--- src/rtl/jt6295_sched.sv ---
// Slot scheduler for the JT6295 voice datapath: sample-period counter, four voice
// slots with ROM fetch handshake, and accumulator strobes. Define JT6295_SCHED_STAT_EN to build the underrun counter.
module jt6295_sched #(
  parameter int AW = 18
) (
  input  logic          clk,
  input  logic          rst,
  input  logic          cen,
  input  logic          ss,
  input  logic [3:0]    ch_en,
  input  logic [AW-1:0] addr,
  output logic          rom_cs,
  output logic [AW-1:0] rom_addr,
  input  logic          rom_ok,
  input  logic [7:0]    rom_data,
  output logic [7:0]    nibbles,
  output logic [1:0]    ch,
  output logic          dec_cen,
  output logic          mute,
  output logic          slot_cen,
  output logic          sample_cen,
  output logic          underrun,
  output logic [7:0]    stat
);

  typedef enum logic [2:0] {IDLE, REQ, WAIT, DEC, DONE} state_t;

  state_t     state, state_nx;
  logic [7:0] cnt;
  logic       ss_l;
  logic [7:0] last_cnt;
  logic       active, slot_start, deadline, slot_end, got_ok, missed;

  assign active     = ~cnt[7];
  assign last_cnt   = ss_l ? 8'd131 : 8'd164;
  assign slot_start = cen & active & (cnt[4:0] == 5'd0);
  assign deadline   = cen & active & (cnt[4:0] == 5'd30);
  assign slot_end   = cen & active & (cnt[4:0] == 5'd31);
  // A late acknowledge on the deadline tick still wins over the underrun.
  assign got_ok     = (state == WAIT) & rom_ok;
  assign missed     = (state == WAIT) & deadline & ~rom_ok;

  assign ch         = cnt[7] ? 2'd3 : cnt[6:5];
  assign slot_cen   = slot_end;
  assign sample_cen = cen & (cnt == 8'd31);

  // Rate select only takes effect at the period wrap.
  always_ff @(posedge clk or posedge rst) begin
    if (rst) begin
      cnt  <= 8'd0;
      ss_l <= 1'b1;
    end else if (cen) begin
      // NOTE: non-blocking assignments keep every register reading pre-edge values.
      if (cnt == last_cnt) begin
        cnt  <= 8'd0;
        ss_l <= ss;
      end else begin
        cnt <= cnt + 8'd1;
      end
    end
  end

  always_ff @(posedge clk or posedge rst) begin
    if (rst) state <= IDLE;
    else     state <= state_nx;
  end

  always_comb begin
    // NOTE: default first so no path through the case leaves state_nx unassigned (no latch).
    state_nx = state;
    case (state)
      IDLE: if (slot_start) state_nx = ch_en[cnt[6:5]] ? REQ : DONE;
      REQ:  state_nx = WAIT;
      WAIT: begin
        if (rom_ok)        state_nx = DEC;
        else if (deadline) state_nx = DONE;
      end
      // A decode landing on the last tick must not skip the boundary.
      DEC:  state_nx = slot_end ? IDLE : DONE;
      DONE: if (slot_end) state_nx = IDLE;
      default: state_nx = IDLE;
    endcase
  end

  always_comb begin
    rom_cs  = (state == WAIT);
    dec_cen = (state == DEC);
  end

  always_ff @(posedge clk or posedge rst) begin
    if (rst) begin
      rom_addr <= '0;
      nibbles  <= 8'd0;
      mute     <= 1'b1;
      underrun <= 1'b0;
    end else begin
      underrun <= missed;
      if (state == REQ) rom_addr <= addr;
      if (got_ok)       nibbles  <= rom_data;
      if ((state == IDLE) && slot_start) mute <= 1'b1;
      else if (got_ok)                   mute <= 1'b0;
      else if (missed)                   mute <= 1'b1;
    end
  end

`ifdef JT6295_SCHED_STAT_EN
  always_ff @(posedge clk or posedge rst) begin
    if (rst)                           stat <= 8'd0;
    else if (missed && stat != 8'hff)  stat <= stat + 8'd1;
  end
`else
  assign stat = 8'd0;
`endif

endmodule

--- config.mk ---
export PLATFORM = sky130hd
export DESIGN_NAME = jt6295_sched
export DESIGN_NICKNAME = d
export VERILOG_FILES = /design/src/rtl/jt6295_sched.sv
export SDC_FILE = /design/constraint.sdc
export NUM_CORES = 1
export LEC_CHECK = 0
export CORE_AREA = 5 5 75 77
export CTS_BUF_LIST = sky130_fd_sc_hd__clkbuf_8 sky130_fd_sc_hd__clkbuf_16
export DETAILED_ROUTE_END_ITERATION = 8
export DIE_AREA = 0 0 80 82
export GPL_ROUTABILITY_DRIVEN = 0
export HOLD_SLACK_MARGIN = 0.12
export PLACE_DENSITY = 0.84
export SLEW_MARGIN = 20
export SYNTH_ARGS = -nofsm -noshare
export SYNTH_HDL_FRONTEND = slang
export SYNTH_SLANG_ARGS = --single-unit
--- constraint.sdc ---
create_clock -name clk -period 2.36 [get_ports clk]
set_clock_uncertainty 0.2 [all_clocks]
set_input_delay 0.59 -clock clk [delete_from_list [all_inputs] [get_ports clk]]
set_output_delay 0.59 -clock clk [all_outputs]
set_load 0.005 [all_outputs]
==> run summary <==
Min-Delay Path Depth: 1
result of the run: finished clean
Gate Area: 823.3 µm²
switching share of total power: 0.2925
critical path endpoint category: output port
post-CTS sizing: 11
n_taps: 70
Yosys chip area: 1903 µm²
fin crit share: 0.9650
CTS tree: yes
Simple-Gate Area Share: 0.1341
layout filler cell count: 447
Net Sw Power: 0.9460 mW
Int Power: 2.288 mW
clk sink count: 40
Synth warnings: 0
Area Overhead vs Synth: 51.22%
Tool Warnings: 28
Comb/total area: 0.2861
most flop-heavy register: rom_addr
XOR Share, Synth: 0.02761
hold crit path type: flip-flop to flip-flop
Reg2Reg Depth: 7
Top class by area: sequential cells
DR WL met2: 2.420 mm
uppermost layer routed: met4
Syn Area/Cell: 12.60 µm²
Port Buffers: 68
Final WS setup: 0.08266 ns
crit-path leading delay family: flip-flops
RSZ-0062 raised after global routing: no
Main logic family: multiplexers
Comb power: 1.52 mW
flop share of the area: 0.3487
Cells after Synth: 151
initial antenna violation count: 0
clock root buffer: clkbuf_8
clock power share: 0.166
fin nets: 278
area leader, netlist: dfrtp_1
first-pass GRT wire length: 6.741 mm
synthesized flop and latch total: 40
Critical Path Start: cnt[0]
most frequent cell after synthesis: dfrtp_1
post-synthesis sequential area ratio: 0.5273
post-place setup slack: -0.5374 ns
Final Hold Fails: 0
Yosys cell types: 42
global route total overflow: 0
peak supply drop: 565.2 µV
Adder Share, Synth: 0.02630
chip area: 6560 µm²
Top power group: combinational logic
setup TNS: 0 ns
Worst R2R Start: cnt[0]
Top cell area share: 0.4997
Flops: 40
clk_lat worst skew: 0.28 ns
non-filler cells, final: 310
Post-Syn Area: 1903 µm²
Final Instance Area: 2878 µm²
MI comb cells: 99
Cell area leaders: dfrtp_1 (50%), mux2_2 (15%), buf_4 (3.2%)
met2 Use GR: 0.2541
CP required: 1.57 ns
clock-net power: 0.537 mW
Post-DP HPWL: 3.262 mm
Hold Slack: 0.3075 ns
max reg flops: 18
Clock buffer cells: 5
placed insts: 301
clk buf depth: 2
Die H: 82 µm
vias per cell: 4.629
power per cell area: 1124 nW/µm²
Max FO, Critical Path: 2
share of layout cells above drive strength 1: 0.2833
Clock-cell share: 0.03739
crit path DAT: 1.49 ns
Setup Viol. Count Final: 0
CTS clk-pin slew, worst paths: 0.07 ns
total design power: 3.234 mW
most numerous logic cell after layout: clkdlybuf4s50_1
critical path depth: 5
AO/OA Area Share: 0.03879
M1 GR Usage: 0.1453
largest net degree at the start of global routing: 41
register area: 1003 µm²
Post-synth EDFFs: 0
Max Cap Violations: 0
Routed Antenna Nets: 0
Combinational Power Share: 0.469
Seq. pwr: 1.18 mW
I/O pin count: 77
H-tree depth: 2
CTS Hold Bufs: 0
Non-clk bufs: 87
CP Cell Sequence: ha_2 -> and3_1 -> ha_1 -> and2_1 -> buf_2
drt wl/cell: 13.59 µm
Buf/Inv on CP: 1
First-pass DRT Iterations: 4
cell row count: 26
CP Class: flip-flop to output port
drt initial violations: 65
ant diodes: 0
vias in the first global route: 1477
Reg power frac: 0.365
Hold Crit Start: rom_addr[14]
Setup crit start kind: flip-flop
met3 wire length: 227 µm
Placed Instance Area: 2754 µm²
Worst path max stage delay: 0.39 ns
met1 WL: 1.549 mm
CTS buffer count: 5
inverters: 6
number of post-CTS setup repair buffers: 1
CP max-delay cell: dfrtp_1
LEAKAGE: 1.300 nW
max frequency: 439.1 MHz
buffer share of cell area: 0.2896
area fraction in mux cells: 0.1841
yosys cell count: 151
Main synth FF type: dfrtp_1
Max Slew Vio Count: 0
worst setup path end: slot_cen
GRT Total Usage: 0.1344
largest registers: rom_addr: 18 flops, cnt: 8 flops, nibbles: 8 flops
Tmin final: 2.277 ns
reg2reg end: state[2]
most frequent cells in the layout: clkdlybuf4s50_1 (62), dfrtp_1 (38), mux2_2 (26)
drc violations: 0
Hold Path End: rom_addr[14]
Async SR Flop Fraction: 1.000
die width: 80 µm
FP Core Util: 0.3849
Synth top cells by count: dfrtp_1 (38), mux2_2 (26), nor2_1 (10), buf_4 (8), inv_1 (6)
r2r setup slk: 0.50 ns
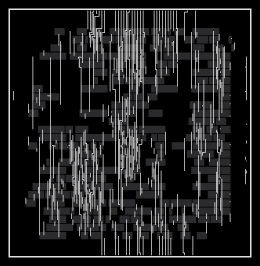
layer_met2.png
Scale: 3 px per µm. Cells faint in the background.
The wires run mostly vertical. The longest straight run is 43.5 µm. 249 nets have wire on it.

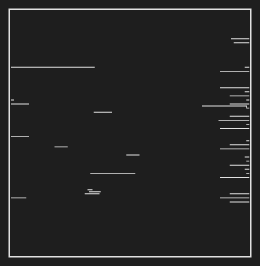
layer_met3.png
Scale: 3 px per µm.
The longest straight run is 27.6 µm. The layer carries 228 µm of wire. 37 nets have wire on it. The layer holds 5.4% of the routed length.
Via Count: 1435
met3 usage: 0.03509
DRT Wirelength: 4.212 mm

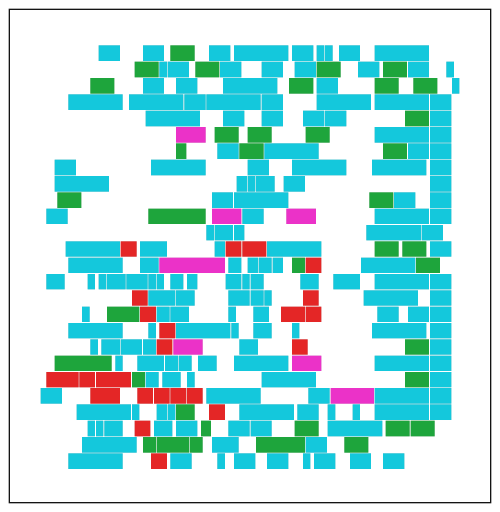
sizes.png
Scale: 6 px per µm.
Red marks _3 and _4 cells, cells 23. Green marks _2 cells, cells 38. Cyan marks _0 and _1 cells, cells 172. Magenta marks _6 and larger, cells 7.

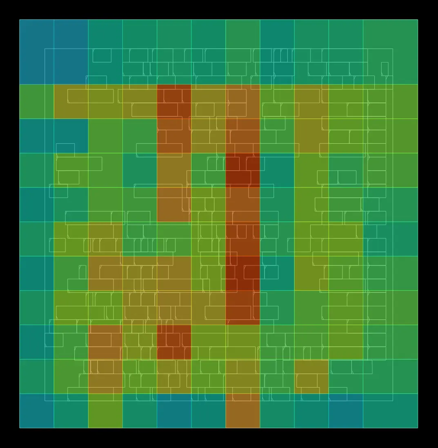
congestion.png
busiest layer in global routing: met2
final core occ: 0.5820

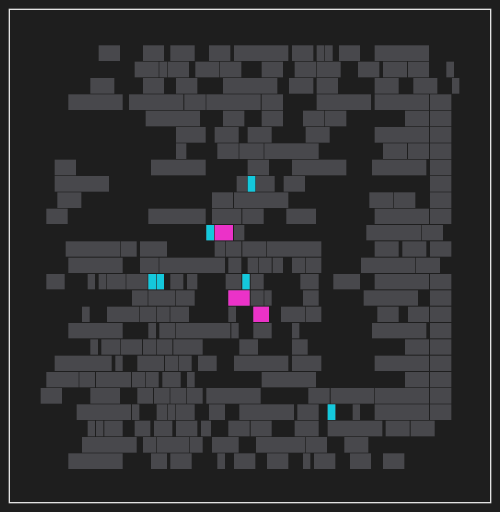
logic_types.png
Scale: 6 px per µm.
Cyan marks inverters, cells 6, most used inv_1, where centre. Magenta marks AND-OR and OR-AND gates, cells 3.

Power figures rest on the tool's default switching activity, not on a simulated workload.
